Fig. 1: run 1, cell classes on the final placement
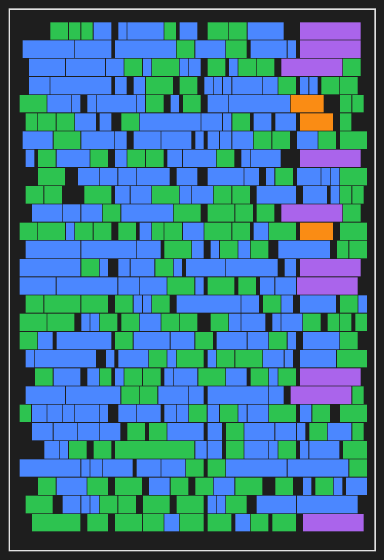
Fig. 2: run 1, sizing map
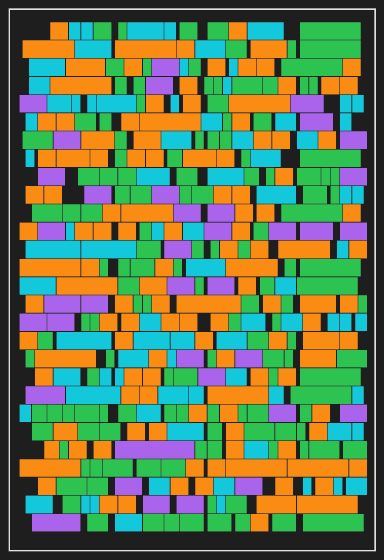
Fig. 3: run 1, local utilization
Scale bar: 20 um. 5 x 8 tiles, from dark blue (low) to red (high), 0 to 100% covered.
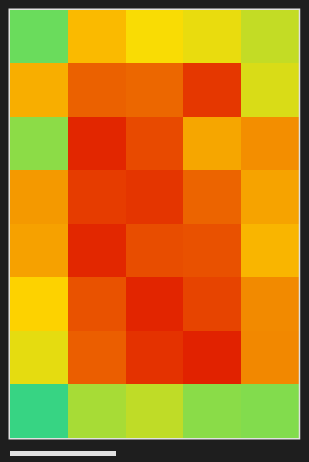
==> config.mk <==
export PLATFORM = sky130hd
export DESIGN_NAME = alu_micro
export DESIGN_NICKNAME = d
export VERILOG_FILES = /design/src/rtl/alu_micro.sv
export SDC_FILE = /design/constraint.sdc
export NUM_CORES = 1
export LEC_CHECK = 0
export ABC_AREA = 0
export CAP_MARGIN = 20
export CORE_ASPECT_RATIO = 1.5
export CORE_UTILIZATION = 45
export CTS_CLUSTER_SIZE = 40
export DETAILED_ROUTE_END_ITERATION = 10
export MAX_ROUTING_LAYER = met4
export PLACE_DENSITY = 0.7
export SETUP_SLACK_MARGIN = 0.5
export SLEW_MARGIN = 0
export SYNTH_ARGS = -nofsm -noshare
export SYNTH_HDL_FRONTEND = slang
export SYNTH_SLANG_ARGS = --single-unit
==> constraint.sdc <==
create_clock -name clk -period 0.8 [get_ports clk]
set_input_delay 0.08 -clock clk [delete_from_list [all_inputs] [get_ports clk]]
set_output_delay 0.08 -clock clk [all_outputs]
set_load 0.005 [all_outputs]
==> flow_summary.toml, run 1 <==
# physical design summary
[job]
warnings = 46

[sta]
finalCritPeriodShare_pct = 286
slew_violations = 0
hold_viol = 10
setup_ws_ps = -1490
holdWs_ps = -217
setup_violations = 20

[logic_synthesis]
ys_sh_xor_pct = 2.83
synth-async-reset-ratio_pct = 100

[drt]
ant_nets = 0

[clocking]
ctsResizeCount = 181
cts_root_buf = "clkbuf_8"

[final_layout]
mostFrequentLayoutCells = "buf_4, buf_6, buf_2"

[setup_path]
cp.required_ps = 900
worstPathCellList = "buf_6 -> buf_8 -> inv_12 -> ha_4 -> inv_2 -> fa_2 -> nor2b_4 -> o31ai_4 -> buf_4 -> buf_6 -> o31ai_4 -> a22oi_2 -> nor2_2 -> nor3_2 -> buf_4 -> o32ai_2"
crit_path_end_kind = "flip-flop"

[outcome]
violations = "hold timing, setup timing"
status = "finished with violations"

[floorplan]
die_w_um = 54.4
taps = 45

[placement]
portBuffers = 32
pre_cts_ws_ps = -1860
## Picture notes: Fig. 1
Key: combinational and other logic = blue [cells 207]; other buffers and delay cells = green [cells 158]; flops = purple [cells 10]; clock drivers = orange [cells 3]
row cnt: 28
flop share of the area: 6.94%
core box area: 3960 um^2
utilization after layout: 91.1%
post-route cell area: 3600 um^2

## Picture notes: Fig. 2
Key: _6 and larger = purple [cells 37, share 9.8%]; _0 and _1 cells = green [cells 138, share 37%]; _2 cells = cyan [cells 79, share 21%]; _3 and _4 cells = orange [cells 124, share 33%]
worst setup margin: -1490 ps
Synth-to-Final Area Change: 94.3%
Repair and plain buffers: 158

## Picture notes: Fig. 3
The densest ninth of the die: center. The mean over all tiles is 81%. 70% of the tiles are over 75% full. The fullest tile reaches 96%.
initial core utilization: 46.9%

==> run 1: metal layers <==
layer  up-vias  GRT usage (%)
li1       1129              -
met1      1250           41.4
met2       179           71.7
met3        76           10.4
met4         0           25.6
met5         -              -
==> run 1: where the power goes <==
group	switching, mW	internal (mW)
Sequential	0.0446	0.591
Combinational	1.31	1.49
Clock	0.191	0.329
==> run 1: synth_stat cells (all sizes together) (2+ instances only) <==
cell type  count
a221oi         4
nor2b          5
a31oi          3
fa             2
or2b           2
nand2b         3
nor2          15
ha            24
o32ai          3
a22o           3
a21oi         21
o22ai          3
a211oi         2
xnor2          5
buf           10
clkbuf         3
mux2           4
nand3          5
mux4           2
a32oi          2
mux2i          7
nand2         14
a21o           4
a22oi          3
nor3           7
o31ai          4
nand4          3
dfrtp         10
o21ai         11
inv           31
Fig. 4: run 1, routing congestion map
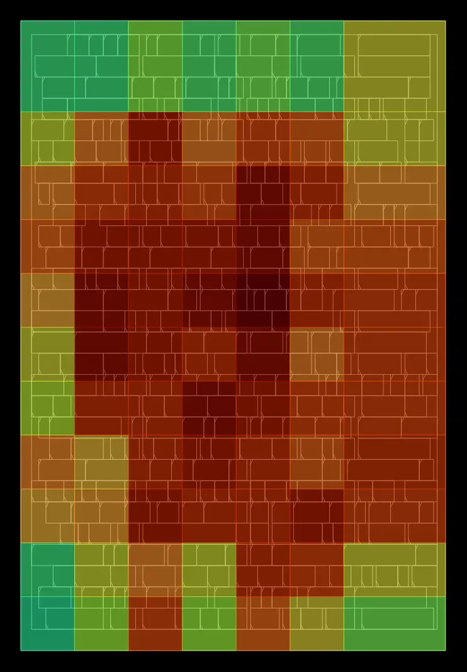

## Run 2: what changed since run 1
--- a/config.mk
+++ b/config.mk
@@ -11,9 +11,9 @@
 export CORE_UTILIZATION = 45
 export CTS_CLUSTER_SIZE = 40
 export DETAILED_ROUTE_END_ITERATION = 10
+export DONT_BUFFER_PORTS = 1
 export MAX_ROUTING_LAYER = met4
-export PLACE_DENSITY = 0.7
-export SETUP_SLACK_MARGIN = 0.5
+export PLACE_DENSITY = 0.59
 export SLEW_MARGIN = 0
 export SYNTH_ARGS = -nofsm -noshare
 export SYNTH_HDL_FRONTEND = slang
Fig. 5: run 2, routing congestion map
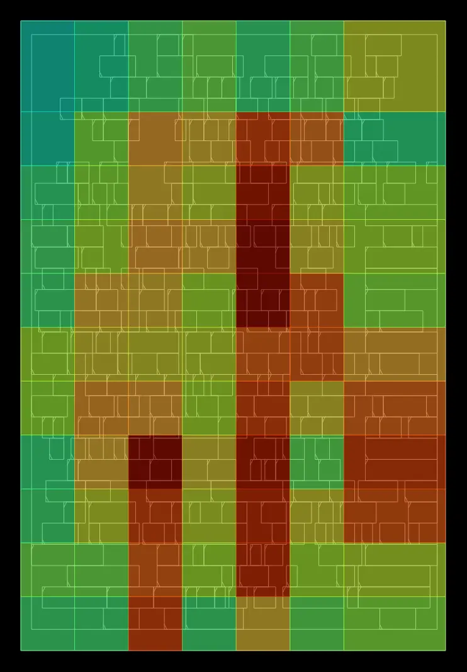
GR Util All Layers: 28.3%
utilization after layout: 66.5%
GR Util met1: 29.9%
met2 Usage GRT: 51.8%
GR Layer Usage met3: 1.33%

==> run 2 against run 1 <==
- critical path depth fell by 6
- clock power down 5.8%
- clock skew stayed put
- largest cell class unchanged
- the run ends with setup timing left
- critical path type unchanged
- routed wire length is 38% lower
==> flow_summary.toml, run 2 <==
# physical design summary
[pwr]
p_int_mw = 1.79
seqPwrFrac_pct = 23.9
powerComb_mw = 1.61
p_switching_uw = 970
power_leader = "combinational cells"
combPwrFrac_pct = 58.4
sequentialPower_uw = 659
p_clk_share_pct = 17.8
p_clk_uw = 490
swShare_pct = 35.2

[placement]
hpwl_mm = 4.36
portBuffers = 0

[setup_path]
cp_slowest_stage_delay_ps = 450
worstPathCellList = "inv_12 -> ha_4 -> inv_2 -> fa_2 -> mux4_2 -> mux2i_1 -> nand2_1 -> nor2_1 -> nand4_1 -> o32ai_2"
cp.required_ps = 930
critical_path_depth = 10
crit_path_end_kind = "flip-flop"
path_class = "primary input to flip-flop"

[worst_hold_path]
whs_path_depth = 2

[floorplan]
fp-utilization_pct = 46.9
taps = 45
row_count = 28
die_w_um = 54.4

[logic_synthesis]
syn_area_per_cell_um2 = 8.07
common_cells = "inv_1, ha_1, a21oi_1"
most_common_cell = "inv_1"
largest_area_cell = "ha_1"
synth_nets = 278

[drt]
ant_nets = 0
drtPass1Iterations = 4
highest_layer = "met4"

[outcome]
violations = "setup timing"
status = "finished with violations"

[grt]
grt-busiest-layer = "met2"

[clocking]
clock-sinks = 10
cts_tree = "done"
ctsResizeCount = 23
cts_root_buf = "clkbuf_8"

[final_layout]
sh_seq_area_pct = 9.51
mostFrequentLayoutCells = "buf_4, inv_1, ha_1"
n_all_buffers = 67
buffer_area_share_pct = 20.1

[sta]
finalCritPeriodShare_pct = 223
slew_violations = 0
hold_viol = 0
setup_violations = 11
clock_skew_ps = 0
setup_ws_ps = -986

[job]
warnings = 45
Fig. 6: run 2, local utilization
Scale bar: 20 um. 5 x 8 tiles, from dark blue (low) to red (high), 0 to 100% covered.
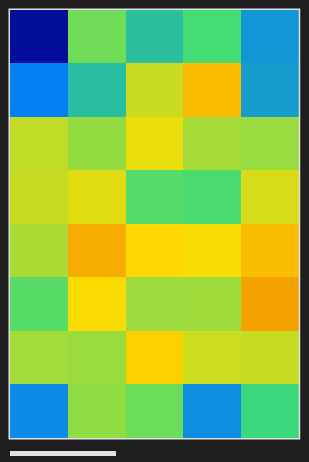
The fullest tile reaches 82%. The emptiest ninth of the die: north-west. 15% of the tiles are over 75% full. The mean over all tiles is 59%.

-- run 2: logic make-up after synthesis --
logic type               after synthesis  synth area share [%]
AND-OR/OR-AND                         71                  28.5
adder cells (fa/ha/maj)               26                  18.3
AND/OR/NAND/NOR                       60                  16.7
multiplexers                          13                  8.63
XOR/XNOR                               6                  2.83
buffers and inverters                 44                  11.5
flip-flops                            10                  13.5
-- run 2: per-stage QoR --
| step | setup slack (ps) | hold slack (ps) | setup TNS [ps] | area, um^2 |
|---|---|---|---|---|
| floorplan | -1140 | -216 | -8050 | 1930 |
| global placement | -1260 | -215 | -10320 | 2400 |
| detailed placement | -1260 | -215 | -10460 | 2400 |
| CTS | -958 | 0.944 | -7480 | 2560 |
| global route | -1040 | 6.39 | -8220 | 2630 |
| finish | -986 | 5.92 | -7530 | 2630 |
No activity file was given, so power comes from the tool's default toggle rates.
